==> src/rtl/cordic_sqrt_par_if.sv <==
//----------------------------------------------------------------------------
// cordic_sqrt_par_if
// Start/done handshake bundle for the cordic_sqrt_par square-root engine.
// Revision: 1.0  initial release
//----------------------------------------------------------------------------
`default_nettype none

interface cordic_sqrt_par_if #(
    parameter int DW = 16
);
    logic          start;
    logic [DW-1:0] din;
    logic          busy;
    logic          done;
    logic [DW-1:0] dout;

    // Requester side: issues start/din, observes busy/done/dout
    modport master (output start, output din, input busy, input done, input dout);
    // Engine side
    modport slave  (input start, input din, output busy, output done, output dout);
endinterface

`default_nettype wire

==> src/rtl/cordic_sqrt_par.sv <==
//----------------------------------------------------------------------------
// cordic_sqrt_par
// Sequential square root of an unsigned DW-bit integer using hyperbolic
// CORDIC in vectoring mode. Result is sqrt(din) in Q(DW/2).(DW/2).
// Flow: NORM (even-shift normalise) -> ITER (NITER CORDIC steps) ->
//       MULT (serial gain compensation) -> DNRM (undo normalisation).
// Optional build macro: CORDIC_SQRT_ROUND_EN selects round-half-up in DNRM
// (plain truncation when undefined).
// Revision: 1.0  initial release
//----------------------------------------------------------------------------
`default_nettype none

module cordic_sqrt_par #(
    parameter int            DW    = 16,
    parameter int            FW    = 4,
    parameter int            NITER = 12,
    parameter int            KW    = 20,
    parameter logic [KW-1:0] KINV  = 20'h9A8F4
) (
    input  logic             clk,
    input  logic             rstx,
    cordic_sqrt_par_if.slave bus
);

    // Coordinate width: 2 integer bits + DW+FW fraction bits
    localparam int W   = DW + FW + 2;
    localparam int KBW = $clog2(DW);
    localparam int CW  = $clog2((KW > NITER) ? KW : NITER) + 1;
    // Product bit holding 2^-DW: x has DW+FW fraction bits, KINV has KW-1
    localparam int SLO = FW + KW - 1;
    localparam logic [W-1:0] QUARTER = {4'b0001, {(DW+FW-2){1'b0}}};

    typedef enum logic [2:0] {
        S_IDLE = 3'd0,
        S_NORM = 3'd1,
        S_ITER = 3'd2,
        S_MULT = 3'd3,
        S_DNRM = 3'd4
    } state_t;

    state_t              state_q;
    logic [DW-1:0]       din_q;
    logic [KBW-1:0]      k_q;
    logic                zero_q;
    logic signed [W-1:0] x_q;
    logic signed [W-1:0] y_q;
    logic [5:0]          sh_q;
    logic                rep_q;
    logic [CW-1:0]       cnt_q;
    logic [W+KW-1:0]     prod_q;
    logic                busy_q;
    logic                done_q;
    logic [DW-1:0]       dout_q;

    logic [KBW-1:0]      k_d;
    logic [DW-1:0]       m_d;
    logic [W-1:0]        mext_d;
    logic signed [W-1:0] x0_d;
    logic signed [W-1:0] y0_d;
    logic signed [W-1:0] xs_d;
    logic signed [W-1:0] ys_d;
    logic signed [W-1:0] x_d;
    logic signed [W-1:0] y_d;
    logic [W:0]          acc_d;
    logic                ovf_d;
    logic [DW-1:0]       s_d;
    logic                rbit_d;
    logic [DW:0]         rsum_d;
    logic [DW-1:0]       res_d;
`ifdef CORDIC_SQRT_ROUND_EN
    logic [KBW-1:0]      kidx_d;
`endif

    // Leading-zero-pair count and initial CORDIC coordinates x0=m+1/4, y0=m-1/4
    always_comb begin
        k_d = '0;
        for (int p = 0; p < DW/2; p++) begin
            if (din_q[2*p +: 2] != 2'b00) k_d = KBW'(DW/2 - 1 - p);
        end
        m_d    = din_q << {k_d, 1'b0};
        mext_d = {2'b00, m_d, {FW{1'b0}}};
        x0_d   = mext_d + QUARTER;
        y0_d   = mext_d - QUARTER;
    end

    // One hyperbolic vectoring step; both updates use the old coordinates
    always_comb begin
        xs_d = x_q >>> sh_q;
        ys_d = y_q >>> sh_q;
        if (!y_q[W-1]) begin
            x_d = x_q - ys_d;
            y_d = y_q - xs_d;
        end else begin
            x_d = x_q + ys_d;
            y_d = y_q + xs_d;
        end
    end

    // Serial multiply step: add x into the upper half when the multiplier LSB is set
    always_comb begin
        acc_d = {1'b0, prod_q[W+KW-1:KW]} + (prod_q[0] ? {1'b0, x_q} : '0);
    end

    // Extract s = sqrt(m) in Q0.DW, saturating a product that reached 1.0, then denormalise
    always_comb begin
        ovf_d = |prod_q[W+KW-1:SLO+DW];
        s_d   = ovf_d ? '1 : prod_q[SLO +: DW];
`ifdef CORDIC_SQRT_ROUND_EN
        kidx_d = k_q - KBW'(1);
        rbit_d = (k_q == '0) ? prod_q[SLO-1] : s_d[kidx_d];
`else
        rbit_d = 1'b0;
`endif
        rsum_d = {1'b0, s_d >> k_q} + {{DW{1'b0}}, rbit_d};
        res_d  = rsum_d[DW] ? '1 : rsum_d[DW-1:0];
    end

    // Control FSM and datapath registers; start in any state (re)launches a job
    always_ff @(posedge clk or negedge rstx) begin
        if (!rstx) begin
            state_q <= S_IDLE;
            din_q   <= '0;
            k_q     <= '0;
            zero_q  <= 1'b0;
            x_q     <= '0;
            y_q     <= '0;
            sh_q    <= '0;
            rep_q   <= 1'b0;
            cnt_q   <= '0;
            prod_q  <= '0;
            busy_q  <= 1'b0;
            done_q  <= 1'b0;
            dout_q  <= '0;
        end else begin
            done_q <= 1'b0;
            case (state_q)
                S_IDLE: begin
                    busy_q <= 1'b0;
                end
                S_NORM: begin
                    x_q     <= x0_d;
                    y_q     <= y0_d;
                    k_q     <= k_d;
                    zero_q  <= (din_q == '0);
                    sh_q    <= 6'd1;
                    rep_q   <= 1'b0;
                    cnt_q   <= '0;
                    state_q <= S_ITER;
                end
                S_ITER: begin
                    x_q <= x_d;
                    y_q <= y_d;
                    // Shift indices 4, 13 and 40 run twice to keep convergence
                    if ((sh_q == 6'd4 || sh_q == 6'd13 || sh_q == 6'd40) && !rep_q) begin
                        rep_q <= 1'b1;
                    end else begin
                        rep_q <= 1'b0;
                        sh_q  <= sh_q + 6'd1;
                    end
                    if (cnt_q == CW'(NITER - 1)) begin
                        cnt_q   <= '0;
                        prod_q  <= {{W{1'b0}}, KINV};
                        state_q <= S_MULT;
                    end else begin
                        cnt_q <= cnt_q + CW'(1);
                    end
                end
                S_MULT: begin
                    prod_q <= {acc_d, prod_q[KW-1:1]};
                    if (cnt_q == CW'(KW - 1)) begin
                        cnt_q   <= '0;
                        state_q <= S_DNRM;
                    end else begin
                        cnt_q <= cnt_q + CW'(1);
                    end
                end
                S_DNRM: begin
                    dout_q  <= zero_q ? '0 : res_d;
                    done_q  <= 1'b1;
                    state_q <= S_IDLE;
                end
                default: begin
                    state_q <= S_IDLE;
                end
            endcase
            if (bus.start) begin
                din_q   <= bus.din;
                busy_q  <= 1'b1;
                state_q <= S_NORM;
            end
        end
    end

    assign bus.busy = busy_q;
    assign bus.done = done_q;
    assign bus.dout = dout_q;

endmodule

`default_nettype wire
==> src/flat_wrapper.sv <==
// flat-port wrapper written by rule: the top's interface ports become plain ports
module cordic_sqrt_par_flat 
#(
    parameter int            DW    = 16,
    parameter int            FW    = 4,
    parameter int            NITER = 12,
    parameter int            KW    = 20,
    parameter logic [KW-1:0] KINV  = 20'h9A8F4
)
  (clk, rstx, bus_start, bus_din, bus_busy, bus_done, bus_dout);
  cordic_sqrt_par_if #(.DW(DW)) bus_i ();
  input  logic clk;
  input  logic rstx;
  input wire logic [$bits(bus_i.start)-1:0] bus_start;
  input wire logic [$bits(bus_i.din)-1:0] bus_din;
  output wire logic [$bits(bus_i.busy)-1:0] bus_busy;
  output wire logic [$bits(bus_i.done)-1:0] bus_done;
  output wire logic [$bits(bus_i.dout)-1:0] bus_dout;
  assign bus_i.start = bus_start;
  assign bus_i.din = bus_din;
  assign bus_busy = bus_i.busy;
  assign bus_done = bus_i.done;
  assign bus_dout = bus_i.dout;
  cordic_sqrt_par #(.DW(DW), .FW(FW), .NITER(NITER), .KW(KW), .KINV(KINV)) u_core (.clk(clk), .rstx(rstx), .bus(bus_i));
endmodule
==> config.mk <==
export PLATFORM = sky130hd
export DESIGN_NAME = cordic_sqrt_par_flat
export DESIGN_NICKNAME = d
export VERILOG_FILES = /design/src/rtl/cordic_sqrt_par_if.sv /design/src/rtl/cordic_sqrt_par.sv /design/src/flat_wrapper.sv
export SDC_FILE = /design/constraint.sdc
export NUM_CORES = 1
export LEC_CHECK = 0
export ABC_CLOCK_PERIOD_IN_PS = 4600
export CAP_MARGIN = 0
export CORE_MARGIN = 5
export CORE_UTILIZATION = 58
export DETAILED_ROUTE_END_ITERATION = 10
export GPL_TIMING_DRIVEN = 0
export PLACE_DENSITY = 0.79
export RECOVER_POWER = 25
export SLEW_MARGIN = 15
export SYNTH_ARGS = -nofsm -noshare
export SYNTH_HDL_FRONTEND = slang
export SYNTH_SLANG_ARGS = --single-unit
==> constraint.sdc <==
create_clock -name clk -period 4.6 [get_ports clk]
set_input_delay 0.69 -clock clk [delete_from_list [all_inputs] [get_ports clk]]
set_output_delay 0.69 -clock clk [all_outputs]
set_load 0.02 [all_outputs]
Figure 1. Clock wires, drivers and flops.
(3 px per µm)
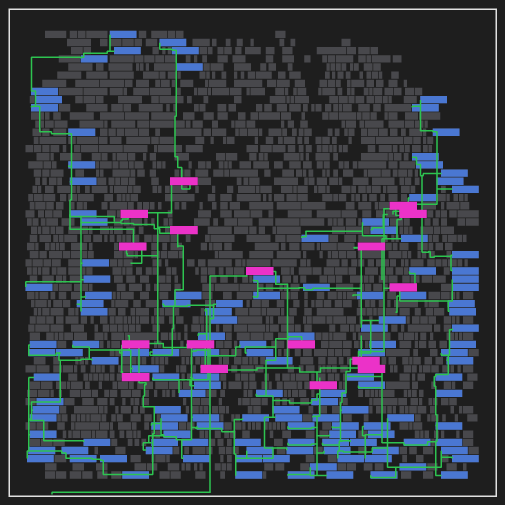
[flip-flops] blue | count: 140
[clock wires] green | length: 2190 µm
[clock drivers] magenta | count: 17
routed clock nets: 18
Clk pwr share: 9.7%
Clock group: 1.47 mW
Worst Clk Skew: 0.0135 ns

Figure 2. Routed metal per tile.
(2 px per µm) 32 x 32 tiles, from white (low) to dark blue (high), scaled to the fullest tile. Values are wire area over tile area, all layers added.
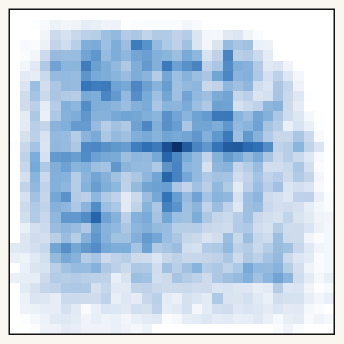
densest ninth of the die: center
tiles over half the peak: 14%
emptiest ninth of the die: north-east
fullest tile: 1.2
Final Routed Wirelength: 48300 µm
GRT Util Overall: 34.7%
Via Count: 13800
wire per inst: 24.6 µm

==> impl_metrics.csv <==
group,metric,value,unit
finish,nets,1764,
power_and_ir_drop,power_frac_seq,15.7,%
clock_tree,cts_tree,"built",
synth,syn_area_per_cell,8.72,µm²
power_and_ir_drop,p_switching,7.54,mW
power_and_ir_drop,seq_cell_power,2.39,mW
finish,comb_area_share,62.2,%
worst_setup_path,r2r-end,"u_core.x_q[21]",
timing,setup_slack,-0.468,ns
clock_tree,ctsResizeCount,110,
route,highest_layer,"met5",
finish,sh_seq_area,21.5,%
synth,ys_seq_share,26.2,%
clock_tree,clk_latency,0.44,ns
clock_tree,cts_buffers,17,
worst_setup_path,cp-startpoint,"u_core.sh_q[0]",
power_and_ir_drop,swShare,49.6,%
synth,ys_chip_area,13400,µm²
placement,place_worst_setup_slack,-1.12,ns
synth,yosysWarnings,0,
finish,final_cells,1962,
floorplanning,die_w,162,µm
clock_tree,clk_pin_slew_worst_paths,0.07,ns
global_route,grtUsageMet2,54.1,%
worst_setup_path,reg2regPathDepth,20,
synth,xor_area_share,4.98,%
hold_path,worstHoldStart,"u_core.bus.dout[9]",
synth,top_area_share,26.2,%
finish,nonClkBufAreaFrac,9.47,%
finish,area_delta_synth_final,22.2,%
power_and_ir_drop,power.total,15.2,mW
worst_setup_path,required,4.96,ns
placement,io_buffers,36,
floorplanning,io-pin-count,37,
finish,logic_area,10200,µm²
synth,compound_area_share,24.9,%
placement,dp_cells,1854,
finish,fill_cells,1651,
finish,largest_register_ffs,42,
synth,yosysTopAreaCell,"dfrtp_1",
timing,fin_crit,5.07,ns
route,wl_met1,18700,µm
timing,finalSetupViolations,15,
run_status,violations,"max-capacitance violations, max-slew violations, negative setup slack",
finish,nFlopsAndLatches,140,
run,maxCapViolCount,1,
timing,relSlewSlack,-95.5,%
finish,drive_gt1_share,23.0,%
power_and_ir_drop,power_top_consumer,"combinational cells",
synth,synth-edff-count,0,
hold_path,whs_endpoint,"u_core.bus.dout[9]",
finish,layout_top_cells,"dfrtp_1, nand2_1, o21ai_0",
worst_setup_path,cp-endpoint,"u_core.x_q[21]",
run,warning_count,40,
finish,inverters,40,
power_and_ir_drop,vdd_drop_max,0.00101,V
worst_setup_path,crit_family,"AND-OR/OR-AND gates",
floorplanning,die-height,162,µm
synth,async_reset_ff_share,100,%
synth,adder_share,7.94,%
synth,ys_ff,140,
floorplanning,core,22600,µm²
power_and_ir_drop,power.internal,7.67,mW
power_and_ir_drop,combinationalPowerShare,74.6,%
synth,yosys-top-cells-count,"dfrtp_1, nand2_1, o21ai_0",
clock_tree,postCtsHoldBufs,0,
run_status,outcome,"finished with violations",
synth,syn_area,13400,µm²
worst_setup_path,cp_data_arrival_time,5.43,ns
floorplanning,taps,285,
worst_setup_path,reg2reg_slack,-0.47,ns
synth,ys_cells,1532,
synth,syn_nets,1634,
worst_setup_path,critPathLaunchType,"flip-flop",
synth,synthFlopType,"dfrtp_1",
timing,hold_viol,0,
synth,ys_sh_simple,16.2,%
timing,rsz0062_at_grt,"yes",
synth,syn_inst,1532,
power_and_ir_drop,pg_comb,11.4,mW
synth,logic_family,"AND-OR/OR-AND gates",
finish,antenna_cells,2,
clock_tree,cts_htree_levels,4,
worst_setup_path,path_buffers,3,
clock_tree,cts-root-buf,"clkbuf_16",
worst_setup_path,crit_path_top_delay_cell,"or4b_4",
global_route,grt_pass1_wl,71800,µm
worst_setup_path,path_cells,"buf_8 > buf_4 > mux4_2 > a32o_1 > a21o_1 > a211oi_4 > ha_4 > nand2_2 > or4b_4 > buf_4 > o211ai_1 > o21ai_0 > a22oi_2 > ha_1 > a21oi_1 > o21ai_2 > a31oi_1 > xnor2_1 > or3_1 > nand3_1",
finish,largest-register,"u_core.prod_q",
route,met3_length,5470,µm
clock_tree,clock_sinks,140,
finish,reg_top3,"u_core.prod_q: 42 flops, u_core.x_q: 22 flops, u_core.y_q: 22 flops",
route,drc,0,
global_route,grtUsageMet3,8.96,%
finish,regArea,3500,µm²
finish,largestClassByArea,"multi-input combinational cells",
global_route,busiest_layer,"met2",
finish,clkCellAreaFrac,3.72,%
route,via_per_inst,7.04,
clock_tree,postCtsSetupRepairBufs,34,
global_route,antenna_found_initial,2,
worst_setup_path,r2r-start,"u_core.sh_q[0]",
worst_setup_path,crit_path_end_kind,"flip-flop",
finish,final_cell_area,16300,µm²
clock_tree,cts_max_path_buffers,2,
worst_setup_path,path_max_fanout,6,
floorplanning,initial_core_util,59.0,%
timing,hold-worst-slack,0.477,ns
timing,timing.final.crit_share,110,%
finish,comb_cells,1259,
hold_path,hold_class,"reg2reg",
floorplanning,chip_area,26200,µm²
worst_setup_path,cpMostUsedCell,"buf_4",
route,drt.antenna.violating_nets,0,
global_route,grt_pass1_vias,12800,
finish,clockBufferCount,17,
synth,mux_share,15.6,%
worst_setup_path,crit_type,"reg2reg",
global_route,grt_max_degree,88,
route,first_pass_iters,6,
timing,max_freq,0.197,GHz
worst_setup_path,max_stage_delay,0.58,ns
route,dr_wl_met2,21600,µm
synth,synth_cell_type_count,85,
timing,worstMarginPinSlew,2.93,ns
worst_setup_path,cp.depth,20,
global_route,use_met1,46.1,%
placement,dpl.hpwl,34000,µm
power_and_ir_drop,p_per_area,932,nW/µm²
hold_path,min_path_cells,1,
timing,finalSetupTns,-3.15,ns
placement,postPlaceCellArea,14200,µm²
power_and_ir_drop,leakagePower,6.78,nW
synth,area_leaders,"dfrtp_1, mux4_2, ha_1",
finish,mostFrequentLayoutCell,"dfrtp_1",
timing,drv_slew,55,
floorplanning,rows,55,
global_route,gr-total-overflow,0,
finish,fin_util,72.1,%
Power and IR drop assume default switching activity.
